Figure 1. Routing congestion.
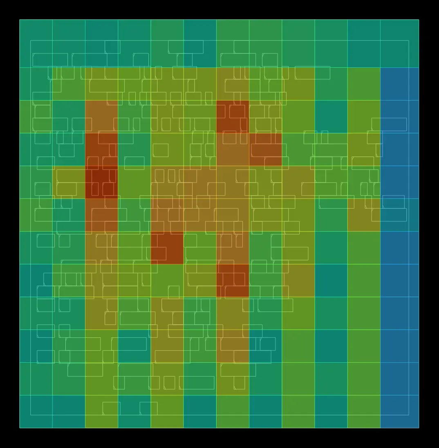
Figure 2. A small window of the routed layout.
Bar = 5 µm. Window x 32 to 52, y 50 to 70 µm. Cells in grey, sequential cells in the stronger grey; small squares are vias.
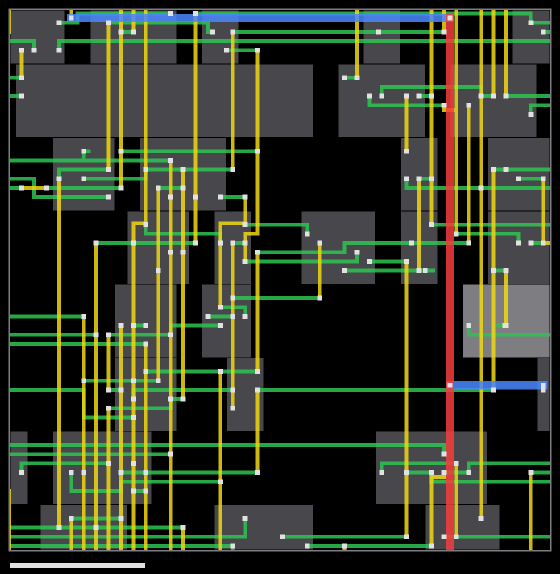
===== config.mk =====
export PLATFORM = sky130hd
export DESIGN_NAME = codificador_display
export DESIGN_NICKNAME = d
export VERILOG_FILES = /design/src/rtl/codificador_display.sv
export SDC_FILE = /design/constraint.sdc
export NUM_CORES = 1
export LEC_CHECK = 0
export CAP_MARGIN = 25
export CELL_PAD_IN_SITES_DETAIL_PLACEMENT = 1
export CELL_PAD_IN_SITES_GLOBAL_PLACEMENT = 1
export CORE_AREA = 2 2 82 84
export CTS_CLUSTER_DIAMETER = 200
export CTS_CLUSTER_SIZE = 24
export DETAILED_ROUTE_END_ITERATION = 7
export DIE_AREA = 0 0 84 86
export GPL_TIMING_DRIVEN = 0
export HOLD_SLACK_MARGIN = 0.1
export PLACE_DENSITY = 0.62
export SYNTH_ARGS = -nofsm -noshare
export SYNTH_HDL_FRONTEND = slang
export SYNTH_SLANG_ARGS = --single-unit

===== constraint.sdc =====
create_clock -name clk -period 2.2 [get_ports clk]
set_input_delay 0.44 -clock clk [delete_from_list [all_inputs] [get_ports clk]]
set_output_delay 0.44 -clock clk [all_outputs]
set_load 0.1 [all_outputs]

===== src/rtl/codificador_display.sv =====
// Decodes an asynchronous active-low 7-segment + dp bus into a digit (0..7) or blank, with glitch filtering.
// Latency: a pattern captured at edge k and held steady is reported after edge k+1+STABLE_CYCLES.
// Backpressure: valid holds until ack; a new legal result while unacknowledged overwrites it and sets sticky overrun.
module codificador_display #(
    parameter int STABLE_CYCLES = 4
) (
    input  logic       clk,
    input  logic       reset,
    input  logic       a,
    input  logic       b,
    input  logic       c,
    input  logic       d,
    input  logic       e,
    input  logic       f,
    input  logic       g,
    input  logic       dp,
    input  logic       ack,
    output logic [2:0] num,
    output logic       blank,
    output logic       valid,
    output logic       erro,
    output logic       overrun
);

    localparam logic [0:0] ESPERA   = 1'b0;
    localparam logic [0:0] PENDENTE = 1'b1;

    // Counter saturation value and the counter value seen in the cycle before it reaches STABLE_CYCLES-1.
    localparam logic [3:0] CNT_MAX = 4'(STABLE_CYCLES);
    localparam logic [3:0] ACC_AT  = 4'(STABLE_CYCLES - 2);

    logic [7:0] seg_raw;
    logic [7:0] s1_q, seg_s_q, prev_q, last_rep_q, last_rep_d;
    logic [3:0] cnt_q, cnt_d;
    logic [0:0] state_q, state_d;
    logic [2:0] num_q, num_d;
    logic       blank_q, blank_d;
    logic       erro_q, erro_d;
    logic       over_q, over_d;

    logic       seg_chg;
    logic       accept;
    logic       legal;
    logic       is_blank;
    logic [2:0] dec_num;

    assign seg_raw = {dp, g, f, e, d, c, b, a};

    // Pattern table; bit 7 is dp, which must be off (1) for any legal pattern.
    always_comb begin
        legal    = 1'b1;
        is_blank = 1'b0;
        dec_num  = 3'd0;
        case (seg_s_q)
            8'b1_1000000: dec_num = 3'd0;
            8'b1_1111001: dec_num = 3'd1;
            8'b1_0100100: dec_num = 3'd2;
            8'b1_0110000: dec_num = 3'd3;
            8'b1_0011001: dec_num = 3'd4;
            8'b1_0010010: dec_num = 3'd5;
            8'b1_0000010: dec_num = 3'd6;
            8'b1_1111000: dec_num = 3'd7;
            8'b1_1111111: is_blank = 1'b1;
            default:      legal = 1'b0;
        endcase
    end

    // Stability tracking, acceptance and result/FSM next state.
    always_comb begin
        seg_chg    = (seg_s_q != prev_q);
        cnt_d      = seg_chg ? 4'd0 : ((cnt_q < CNT_MAX) ? cnt_q + 4'd1 : cnt_q);
        // Acceptance fires once per steady run, and only for a pattern different from the last one accepted.
        accept     = !seg_chg && (cnt_q == ACC_AT) && (seg_s_q != last_rep_q);
        last_rep_d = last_rep_q;
        state_d    = state_q;
        num_d      = num_q;
        blank_d    = blank_q;
        over_d     = over_q;
        erro_d     = 1'b0;
        if (accept) begin
            last_rep_d = seg_s_q;
            if (legal) begin
                num_d   = dec_num;
                blank_d = is_blank;
                state_d = PENDENTE;
                if (state_q == PENDENTE && !ack) begin
                    over_d = 1'b1;
                end
            end else begin
                erro_d = 1'b1;
            end
        end
        // A legal acceptance in the same cycle as ack keeps the new result pending.
        if (!(accept && legal) && state_q == PENDENTE && ack) begin
            state_d = ESPERA;
        end
    end

    // Synchronizer, stability counter and result registers with synchronous reset.
    always_ff @(posedge clk) begin
        if (reset) begin
            s1_q       <= 8'hFF;
            seg_s_q    <= 8'hFF;
            prev_q     <= 8'hFF;
            cnt_q      <= 4'd0;
            last_rep_q <= 8'hFF;
            state_q    <= ESPERA;
            num_q      <= 3'd0;
            blank_q    <= 1'b0;
            erro_q     <= 1'b0;
            over_q     <= 1'b0;
        end else begin
            s1_q       <= seg_raw;
            seg_s_q    <= s1_q;
            prev_q     <= seg_s_q;
            cnt_q      <= cnt_d;
            last_rep_q <= last_rep_d;
            state_q    <= state_d;
            num_q      <= num_d;
            blank_q    <= blank_d;
            erro_q     <= erro_d;
            over_q     <= over_d;
        end
    end

    assign num     = num_q;
    assign blank   = blank_q;
    assign valid   = (state_q == PENDENTE);
    assign erro    = erro_q;
    assign overrun = over_q;

endmodule

==> summary.txt <==
Status: finished clean
Power Total: 1.55 mW
Synth Area in XOR/XNOR: 0.0857
Placed cell count: 280
First-pass GRT wire length: 6360 µm
WHS: 0.413 ns
Kind of critical path: flip-flop to flip-flop
Dominant kind of cell: multi-input combinational cells
CP Capture Type: flip-flop
Logic pwr share: 0.084
Vias per cell: 4.49
Synth top area share: 0.468
Number of max-cap violations: 0
Yosys cell count: 186
Final worst-path cycle share: 0.922
Dominant cell type by area after synthesis: dfxtp_1
Fin area: 2230 µm²
Commonest flop: dfxtp_1
Height of the die: 86 µm
Nets at Floorplan: 199
Post-detail-place hpwl: 2620 µm
Top sig layer: met4
Post-CTS sizing: 6
Distinct cells, synth: 43
CTS sink cnt: 43
Adder-cell share of the synthesized area: 0.0136
Num sequential: 43
Overall Global Routing Usage: 0.111
Tapcell count: 77
Antenna cells: 0
Seq. pwr: 806 µW
Synth top cells by count: dfxtp_1, or2_2, nor2_1
Slowest CP cell: nor4bb_1
Power per standard cell area: 694 nW/µm²
Leak: 0.919 nW
Crit path to: num[1]
Die X-Extent: 84 µm
Hold Crit Endpoint: seg_s_q[3]
Final Hold Vio Count: 0
Flip-flops with a built-in enable: 0
Peak Freq: 493 MHz
Worst hold stages: 1
Slew Viols, Final: 0
Unrepaired setup endpoints after global routing: no
Placed inst area: 2110 µm²
RePlAce Congestion: 0.744
VDD IR max: 314 µV
Setup TNS: 0 ns
Area growth, synth to finish: 21.2%
Aoi share: 0.121
CP max FO: 10
Clk pwr: 612 µW
Main power group: sequential cells
Chip area: 7220 µm²
Worst path top cell family by delay: AND-OR/OR-AND gates
Worst-Skew Late Latency: 0.30 ns
Non-clk invs: 10
Layout fillers: 721
Setup WS pre-CTS: 0.0859 ns
Hold_buf cts: 0
YS chip area: 1840 µm²
Warnings, synthesis: 0
Logic power comb: 130 µW
Synth Seq Share: 0.468
Bufs w/o clock: 31
Root Buffer: clkbuf_8
GRT met1 Usage: 0.132
Clock skew: 0.00671 ns
Gate Area: 870 µm²
R2R Setup Slk: 0.17 ns
Final setup violation count: 0
Routed wl met3: 129 µm
Critical Path Start Type: flip-flop
Mux cell area share: 0.0122
Layout clock buffers: 5
Vias in the first global route: 1,351
Reg area: 861 µm²
Stages on the worst setup path: 6
Clock period minus worst slack: 2.03 ns
Synth top cell by count: dfxtp_1
Post-CTS setup buffers: 0
Switching share of power: 0.225
Top Layout Cells: dfxtp_1, or2_2, nor2_1
Clk slew on worst S/H paths: 0.08 ns
Met2 usage: 0.188
Seq/total area: 0.386
CTS max path bufs: 2
Routed WL per cell: 12.3 µm
WL met2: 1590 µm
DRC Markers: 0
-- Figure 1 (at the start) --
GR met3 Demand/Resource: 0.0318
gr busiest metal: met2
post-layout util: 0.355

-- Figure 2 (at the start) --
legend:
  metal 1:
    colour: green
  metal 2:
    colour: yellow
  metal 4:
    colour: red
  metal 3:
    colour: blue
most frequent: xnor2_1 (3), inv_1 (3)
sequential cells in the window: 0
cells with their middle in the window: 25

No activity file was given, so power comes from the tool's default toggle rates.
